===== src/rtl/od_rx_pkg.sv =====
// Shared defaults and counter-width helpers for the open-drain line receiver.
package od_rx_pkg;

  localparam int OD_RX_CHANNELS = 6;
  localparam int OD_RX_FILTER   = 4;
  localparam int OD_RX_STUCK    = 1024;

  // Filter counter must hold FILTER-1 with headroom; one extra bit keeps FILTER=1 legal.
  function automatic int od_rx_cnt_width(input int filter);
    return $clog2(filter) + 1;
  endfunction

  // Stuck counter must hold STUCK itself; STUCK=0 still needs a 1-bit register.
  function automatic int od_rx_sc_width(input int stuck);
    return (stuck < 1) ? 1 : $clog2(stuck + 1);
  endfunction

endpackage


===== src/rtl/od_rx_chan.sv =====
// One open-drain line: pull-up resolve, two-flop synchronizer, run-length
// deglitch filter, registered edge strobes and saturating stuck-low detection.
module od_rx_chan
  import od_rx_pkg::*;
#(
  parameter int FILTER = OD_RX_FILTER,
  parameter int STUCK  = OD_RX_STUCK
) (
  input  logic clk,
  input  logic rst,
  input  logic line,
  output logic level,
  output logic rise,
  output logic fall,
  output logic stuck_low
);

  localparam int CW = od_rx_cnt_width(FILTER);
  localparam int SW = od_rx_sc_width(STUCK);

  logic          w_raw;
  logic          r_s1;
  logic          r_s2;
  logic          r_level;
  logic          r_level_d;
  logic [CW-1:0] r_cnt;
  logic [SW-1:0] r_sc;
  logic          r_rise;
  logic          r_fall;

  // Only an explicit low pulls the line down; z and x read as the idle pull-up.
  assign w_raw = (line === 1'b0) ? 1'b0 : 1'b1;

  always_ff @(posedge clk) begin
    if (rst) begin
      r_s1      <= 1'b1;
      r_s2      <= 1'b1;
      r_level   <= 1'b1;
      r_level_d <= 1'b1;
      r_cnt     <= '0;
      r_sc      <= '0;
      r_rise    <= 1'b0;
      r_fall    <= 1'b0;
    end else begin
      r_s1 <= w_raw;
      r_s2 <= r_s1;

      // Any agreeing sample restarts qualification, so short runs leave no trace.
      if (r_s2 == r_level) begin
        r_cnt <= '0;
      end else if (r_cnt == CW'(FILTER - 1)) begin
        r_level <= r_s2;
        r_cnt   <= '0;
      end else begin
        r_cnt <= r_cnt + 1'b1;
      end

      r_level_d <= r_level;
      r_rise    <= r_level & ~r_level_d;
      r_fall    <= ~r_level & r_level_d;

      if (r_level) begin
        r_sc <= '0;
      end else if (r_sc != SW'(STUCK)) begin
        r_sc <= r_sc + 1'b1;
      end
    end
  end

  assign level     = r_level;
  assign rise      = r_rise;
  assign fall      = r_fall;
  assign stuck_low = (STUCK != 0) && (r_sc == SW'(STUCK));

endmodule


===== src/rtl/od_line_receiver.sv =====
// Receiver for up to six pulled-up wired-OR lines; each channel is an
// independent od_rx_chan, so simultaneous events strobe together.
module od_line_receiver
  import od_rx_pkg::*;
#(
  parameter int CHANNELS = OD_RX_CHANNELS,
  parameter int FILTER   = OD_RX_FILTER,
  parameter int STUCK    = OD_RX_STUCK
) (
  input  logic                clk,
  input  logic                rst,
  input  logic [CHANNELS-1:0] line,
  output logic [CHANNELS-1:0] level,
  output logic [CHANNELS-1:0] rise,
  output logic [CHANNELS-1:0] fall,
  output logic [CHANNELS-1:0] stuck_low
);

  for (genvar g = 0; g < CHANNELS; g++) begin : g_chan
    od_rx_chan #(
      .FILTER(FILTER),
      .STUCK (STUCK)
    ) u_chan (
      .clk      (clk),
      .rst      (rst),
      .line     (line[g]),
      .level    (level[g]),
      .rise     (rise[g]),
      .fall     (fall[g]),
      .stuck_low(stuck_low[g])
    );
  end

endmodule

===== config.mk =====
export PLATFORM = sky130hd
export DESIGN_NAME = od_line_receiver
export DESIGN_NICKNAME = d
export VERILOG_FILES = /design/src/rtl/od_rx_pkg.sv /design/src/rtl/od_rx_chan.sv /design/src/rtl/od_line_receiver.sv
export SDC_FILE = /design/constraint.sdc
export NUM_CORES = 1
export LEC_CHECK = 0
export ABC_AREA = 1
export CAP_MARGIN = 20
export CORE_AREA = 2 2 95 97
export CTS_BUF_LIST = sky130_fd_sc_hd__clkbuf_4 sky130_fd_sc_hd__clkbuf_8
export DETAILED_ROUTE_END_ITERATION = 12
export DIE_AREA = 0 0 97 99
export GPL_TIMING_DRIVEN = 0
export PLACE_DENSITY = 0.84
export SETUP_SLACK_MARGIN = 0.05
export SLEW_MARGIN = 20
export SYNTH_ARGS = -nofsm -noshare
export SYNTH_HDL_FRONTEND = slang
export SYNTH_SLANG_ARGS = --single-unit
export TNS_END_PERCENT = 1

===== constraint.sdc =====
create_clock -name clk -period 2.75 [get_ports clk]
set_input_delay 0.4125 -clock clk [delete_from_list [all_inputs] [get_ports clk]]
set_output_delay 0.4125 -clock clk [all_outputs]
set_load 0.02 [all_outputs]

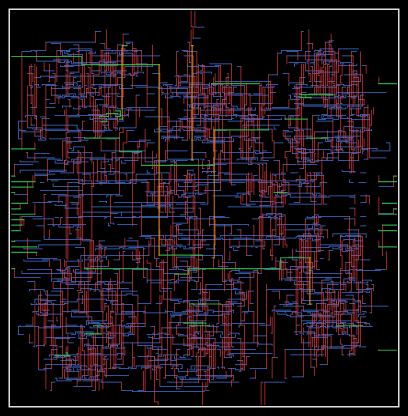
Fig. 1. Wiring by layer (run 1).
(4 px per um)
[green] M3 | wire length: 321 um
[blue] M1 | wire length: 4460 um
[orange] M4 | wire length: 138 um
[red] M2 | wire length: 4610 um

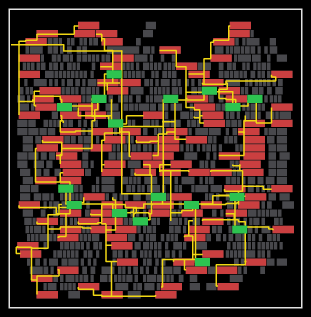
Fig. 2. Clock distribution (run 1).
(3 px per um)
[green] clock-net drivers | count: 17
[yellow] clock wires | length: 1350 um
[red] flip-flops | count: 120
flops lie: all over the die
Setup Skew: 0.0106 ns
Clock Power Share: 43.9%
worst skew pair latency: 0.41 ns
P_clk: 1.41 mW

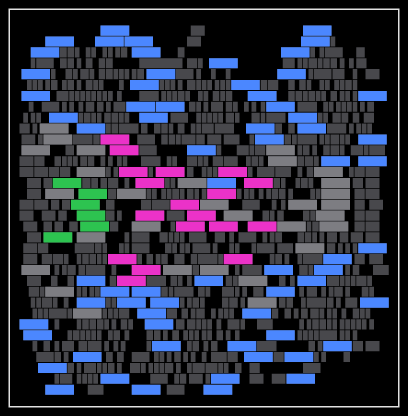
Fig. 3. Sequential cells grouped by signal name (run 1).
(4 px per um) Other sequential cells in the stronger gray, the rest of the logic in the fainter gray.
[blue] g_chan.u_chan.r_sc | sequential cells: 66 | where: all over the die
[green] g_chan.u_chan.r_s1 | sequential cells: 6 | where: left middle
[magenta] g_chan.u_chan.r_cnt | sequential cells: 18 | where: middle
not colored: 30

==> results.toml, run 1 <==
# yosys + openroad results
[cts]
tritoncts = "yes"
cts_max_level = 4
clk_path_buf_depth = 2
cts-hold-fix-buffers = 0
numCtsBuffers = 17
clkTransAtPathRegs_ns = 0.07
post_cts_buffers = 0
ctsRootBufferMaster = "clkbuf_8"

[layout]
fillers = 676
drive_above_1_share_pct = 13.4
final_nets = 802
finish.utilization_pct = 72.7
stdcell_area_um2 = 6210

[placed_design]
place_ws_ns = 0.612
dp_cells = 859
gp_congestion = 0.898

[drt]
drt.antenna.violating_nets = 0
drc = 0
first_pass_iters = 5
wl_per_cell_um = 10.7
vias = 4462
vias_per_cell = 5.01

[floorplanning]
initCoreUtil_pct = 63.2
die_h_um = 99
chipArea_um2 = 9600
core_um2 = 8550
die_x_um = 97

[final_timing]
timing.slew.headroom_pct = 74.9
fmax_mhz = 388
hold_slack_ns = 0.407
rsz0062_at_grt = "true"
drv_slew = 0
fin_ws_ns = 0.172
setup_violations = 0
worst_pin_slew_ns = 0.375
hold_viol = 0
fin_crit_ns = 2.58

[yosys]
synthesis.area_um2 = 5410
adder_share_pct = 5.55
ys.flops = 120
xor_area_share_pct = 2.75
synthMuxAreaShare_pct = 0
synth_nets = 752
synth.logic.top_family = "simple AND/OR/NAND/NOR gates"
simple_gate_share_pct = 32.0
yosys.area.top_type = "dfxtp_1"
ys_seq_share_pct = 44.4
topCellsByArea = "dfxtp_1, nor2_1, nand2_1"
top_area_share_pct = 44.4

[grt]
grt_pass1_wl_um = 17000
grt_pass1_vias = 4210
antenna_found_initial = 0
grt_overflow = 0
track_usage_pct = 21.0
grt_max_degree = 17

[power_and_ir_drop]
combPwrFrac_pct = 1.3
power_density_nw_per_um2 = 515
power_mw = 3.20
p_leak_nw = 2.45
intPower_mw = 2.49

[setup_path]
cp-end-kind = "output pin"
required_ns = 2.34
cp_max_fo = 4

[job]
cap_violations = 0

[status]
outcome = "finished, final reports clean"
[run 1: critical path, stage by stage (launching register included)]
cell	delay, ns
dfxtp_1	0.33
inv_1	0.13
ha_1	0.19
nand2_1	0.06
inv_1	0.06
nand2_1	0.07
nor2_2	0.20
buf_4	0.14
clkdlybuf4s50_1	0.58
[run 1: flip-flops by register name, summed over array words and instances, names as in the netlist]
signal and count:
g_chan.u_chan.r_s2 6, g_chan.u_chan.r_s1 6, g_chan.u_chan.rise 6, g_chan.u_chan.r_cnt 18, g_chan.u_chan.fall 6, g_chan.u_chan.r_level_d 6, g_chan.u_chan.level 6, g_chan.u_chan.r_sc 66
[run 1: routing by layer]
layer / GRT usage, % / vias to the layer above / wire, um
met3: 5.39 / 11 / 320
met1: 25.5 / 2015 / 4460
met5: 0 / - / 0
met4: 8.23 / 0 / 138
met2: 36.0 / 84 / 4610
li1: - / 2352 / -
[run 1: worst paths after layout]
check | from | endpoint | slack [ns] | depth (start not counted)
setup / recovery | g_chan[4].u_chan.r_sc[0] | stuck_low[4] | 0.17 | 8
hold / removal | g_chan[1].u_chan.r_s1 | g_chan[1].u_chan.r_s2 | 0.41 | 1
setup reg to reg | g_chan[3].u_chan.r_sc[0] | g_chan[3].u_chan.r_sc[8] | 1.44 | 7
hold reg to reg | g_chan[1].u_chan.r_s1 | g_chan[1].u_chan.r_s2 | 0.41 | 1
[run 1: cells in the final DEF (no fill, tap or decap), types with 18 or more instances in the layout]
cell type | synthesis | routed
nor2_1 | 154 | 154
nand2_1 | 129 | 129
dfxtp_1 | 120 | 120
inv_1 | 66 | 66
nand3_1 | 49 | 49
a21oi_1 | 41 | 41
clkdlybuf4s50_1 | 0 | 30
buf_4 | 27 | 27
ha_1 | 24 | 24
o21ai_0 | 19 | 19
clkbuf_8 | 0 | 18
[run 1: logic make-up (layout without fill, tap and decap cells)]
| family | Yosys count | count (layout) |
|---|---|---|
| compound gates | 62 | 62 |
| flops | 120 | 120 |
| xor+xnor | 17 | 17 |
| fa+ha+maj | 24 | 24 |
| buf+inv | 103 | 166 |
| simple gates | 394 | 394 |
[run 1: cell usage after synthesis (all sizes together)]
| library cell | n |
|---|---|
| xnor2 | 9 |
| nor2 | 175 |
| nand3b | 5 |
| nor3 | 10 |
| o21a | 1 |
| nand2 | 131 |
| o21bai | 1 |
| xor2 | 8 |
| dfxtp | 120 |
| nand3 | 53 |
| o21ai | 19 |
| ha | 24 |
| nand4 | 8 |
| inv | 71 |
| a21oi | 41 |
| or2 | 12 |
| buf | 31 |
| clkbuf | 1 |
[run 1: final cells by class]
cell class                      count  area share (%)
Buffer                             32            3.95
Clock inverter                     14            1.75
Multi-Input combinational cell    497            40.1
Clock buffer                       18            3.99
Timing Repair Buffer               31            5.04
Inverter                           71            4.29
Tap cell                          108            2.18
Sequential cell                   120            38.7
[run 1: power by group through the flow]
| stage | clock (mW) | sequential (mW) | combinational [mW] |
|---|---|---|---|
| floorplan | 0 | 1.79 | 0.0231 |
| finish | 1.41 | 1.75 | 0.0408 |
| global placement | 0 | 1.79 | 0.0401 |
| CTS | 1.43 | 1.75 | 0.0410 |
| detailed placement | 0 | 1.79 | 0.0412 |
| global route | 1.51 | 1.75 | 0.0455 |
==> inputs of run 2 (changes only) <==
ABC_AREA = default   (was 1)
CORE_AREA = 2 2 93 95   (was 2 2 95 97)
DIE_AREA = 0 0 95 97   (was 0 0 97 99)
PLACE_DENSITY = 0.85   (was 0.84)
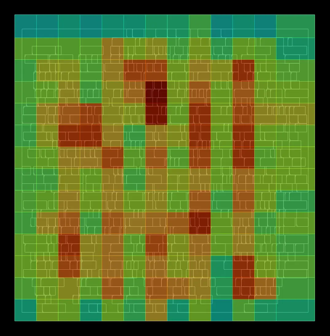
Fig. 4. Congestion heat map (run 2).
Most Crowded Layer GR: met2
global-route usage over all layers: 23.2%
met2 usage: 40.4%
routing usage on met1: 28.3%

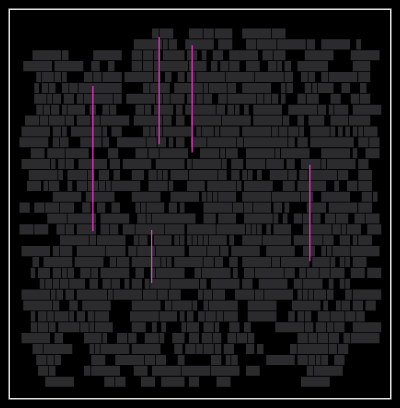
Fig. 5. Met4 routing (run 2).
(4 px per um)
main direction: vertical
nets with wire on the layer: 3
longest straight run: 36.0 um

==> run 2 against run 1 <==
- setup slack lost 0.21 ns
- combinational power down 11%
- the flow now finishes with violations (setup timing)
- largest power group is now clock
- maximum frequency decreased by 7.5%
- critical path type unchanged
==> results.toml, run 2 <==
# yosys + openroad results
[status]
outcome = "finished, violations left"
violations = "setup timing"

[final_timing]
fmax_mhz = 359
drv_slew = 0
setup_violations = 1
timing.slew.headroom_pct = 57.9
fin_ws_ns = -0.0379
worst_pin_slew_ns = 0.623
hold_slack_ns = 0.403
clock_skew_ns = 0.0136
fin_crit_ns = 2.79
hold_viol = 0
rsz0062_at_grt = "true"

[yosys]
adder_share_pct = 5.72
synth.most_common_cell = "dfxtp_1"
netlist_instances = 561
topCellsByArea = "dfxtp_1, ha_1, buf_4"
synthArstFlopShare_pct = 0
synthesis.area_um2 = 5250
ys.flops = 120
top_area_share_pct = 45.7
xor_area_share_pct = 3.00
enable_flop_cells = 0
synthMuxAreaShare_pct = 2.00
syn_area_per_cell_um2 = 9.36
synth.logic.top_family = "simple AND/OR/NAND/NOR gates"
ys_seq_share_pct = 45.7
synth_nets = 593
yosys.area.top_type = "dfxtp_1"
simple_gate_share_pct = 25.3
synthTopCellsByCount = "dfxtp_1, nor2_1, a21oi_1, inv_1, nand2_1"
ff_type = "dfxtp_1"

[grt]
grt_pass1_vias = 3938
grt_overflow = 0
grt_pass1_wl_um = 17400
antenna_found_initial = 0
grt_max_degree = 17

[cts]
ctsRootBufferMaster = "clkbuf_8"
cts-hold-fix-buffers = 0
numCtsBuffers = 17
clk_latency_ns = 0.42
clkTransAtPathRegs_ns = 0.07
tritoncts = "yes"
cts_max_level = 4
clk_path_buf_depth = 2

[floorplanning]
chipArea_um2 = 9220
core_um2 = 8130
initCoreUtil_pct = 64.6
die_x_um = 95
die_h_um = 97

[drt]
vias_per_cell = 5.58
vias = 4065
first_pass_iters = 4
drc = 0
drt.antenna.violating_nets = 0
wirelength_um = 9980
wl_per_cell_um = 13.7

[power_and_ir_drop]
intPower_mw = 2.84
p_leak_nw = 2.12
power_frac_clock_pct = 49.6
combPwrFrac_pct = 1.0
p_switching_mw = 0.717
power_density_nw_per_um2 = 577

[setup_path]
path_cells = "or4_4 > nor4_4 > buf_4 > clkdlybuf4s50_1"
cpPeakStageDelay_ns = 0.58
cp-end-kind = "output pin"
slowest_stage = "clkdlybuf4s50_1"
r2r_cells = 5
cp_max_fo = 6
worstSetupPathType = "flip-flop to output pin"
required_ns = 2.34

[layout]
finish.utilization_pct = 75.7
largest_register_ffs = 66
top_regs = "g_chan.u_chan.r_sc: 66 flops, g_chan.u_chan.r_cnt: 18 flops"
lay_top_count = "dfxtp_1"
fillers = 562
final_nets = 642
drive_above_1_share_pct = 16.2
final_cell_mix = "dfxtp_1, nor2_1, inv_1, a21oi_1, nand2_1"
regMostFlops = "g_chan.u_chan.r_sc"

[job]
cap_violations = 0

[placed_design]
place_ws_ns = 0.218
dp_cells = 696
gp_congestion = 0.820

[hold_path]
holdPathStages = 1
==> run 2: cell count changes after synthesis, sizes merged, moves of 7 or more <==
cell,before,now
nand3,53,26
clkbuf,1,9
or4,0,19
inv,71,35
nor2,175,41
mux2i,0,9
nand2,131,33
nand2b,0,7
or3,0,28
nor4,0,9
o31ai,0,19
==> run 2: cell type report <==
type	count	area share (%)
Buffer	36	3.80
Clock buffer	21	4.59
Clock inverter	11	2.76
Inverter	37	2.25
Multi-Input combinational cell	368	40.7
Sequential cell	120	39.0
Tap cell	105	2.13
Timing Repair Buffer	30	4.75
==> run 2: logic make-up after synthesis <==
| group | Yosys count |
|---|---|
| buf+inv | 73 |
| simple gates | 225 |
| fa+ha+maj | 24 |
| flops | 120 |
| compound gates | 91 |
| mux | 10 |
| xor+xnor | 18 |
==> run 2: what timing repair did <==
item | 4_1_cts | 5_1_grt
setup buffers | 0 | 0
endpoints found under the setup margin | 6 | 4
pin swaps | 3 | 1
resized | 9 | 4
endpoints found under the hold margin | 0 | 0
==> run 2: routing by layer <==
metal	global-route usage [%]	wire (um)	up-vias	part of all wire (%)
met1	28.3	4540	1932	45
met3	4.91	267	13	2.7
met4	7.58	125	0	1.3
met2	40.4	5050	61	51
met5	0	0	-	0
li1	-	-	2059	-
==> run 2: path summary, 6_finish.rpt <==
path	from	to	slack, ns
max	g_chan[5].u_chan.r_sc[2]	stuck_low[5]	-0.04
min	g_chan[5].u_chan.r_s1	g_chan[5].u_chan.r_s2	0.40
max reg2reg	g_chan[4].u_chan.r_sc[0]	g_chan[4].u_chan.r_sc[2]	1.03
min reg2reg	g_chan[5].u_chan.r_s1	g_chan[5].u_chan.r_s2	0.40
==> run 2: through the flow <==
step / cell area [um^2] / power (mW)
after global placement: 5680 / 1.83
after CTS: 6160 / 3.58
final: 6160 / 3.55
after floorplan: 5250 / 1.81
after detailed placement: 5680 / 1.83
after global routing: 6160 / 3.65
==> run 2: power groups by stage <==
stage,combinational (mW),clock [mW],sequential [mW]
floorplan,0.0204,0,1.79
global placement,0.0356,0,1.79
detailed placement,0.0365,0,1.79
CTS,0.0370,1.79,1.75
global route,0.0411,1.86,1.75
finish,0.0364,1.76,1.75
==> run 2: critical path, delay by kind of cell (launching register included) <==
family	cells	cell delay, ns
AND/OR/NAND/NOR	2	0.85
buffers and inverters	2	0.75
flip-flops	1	0.35
Power is estimated from default activity; no workload was simulated.
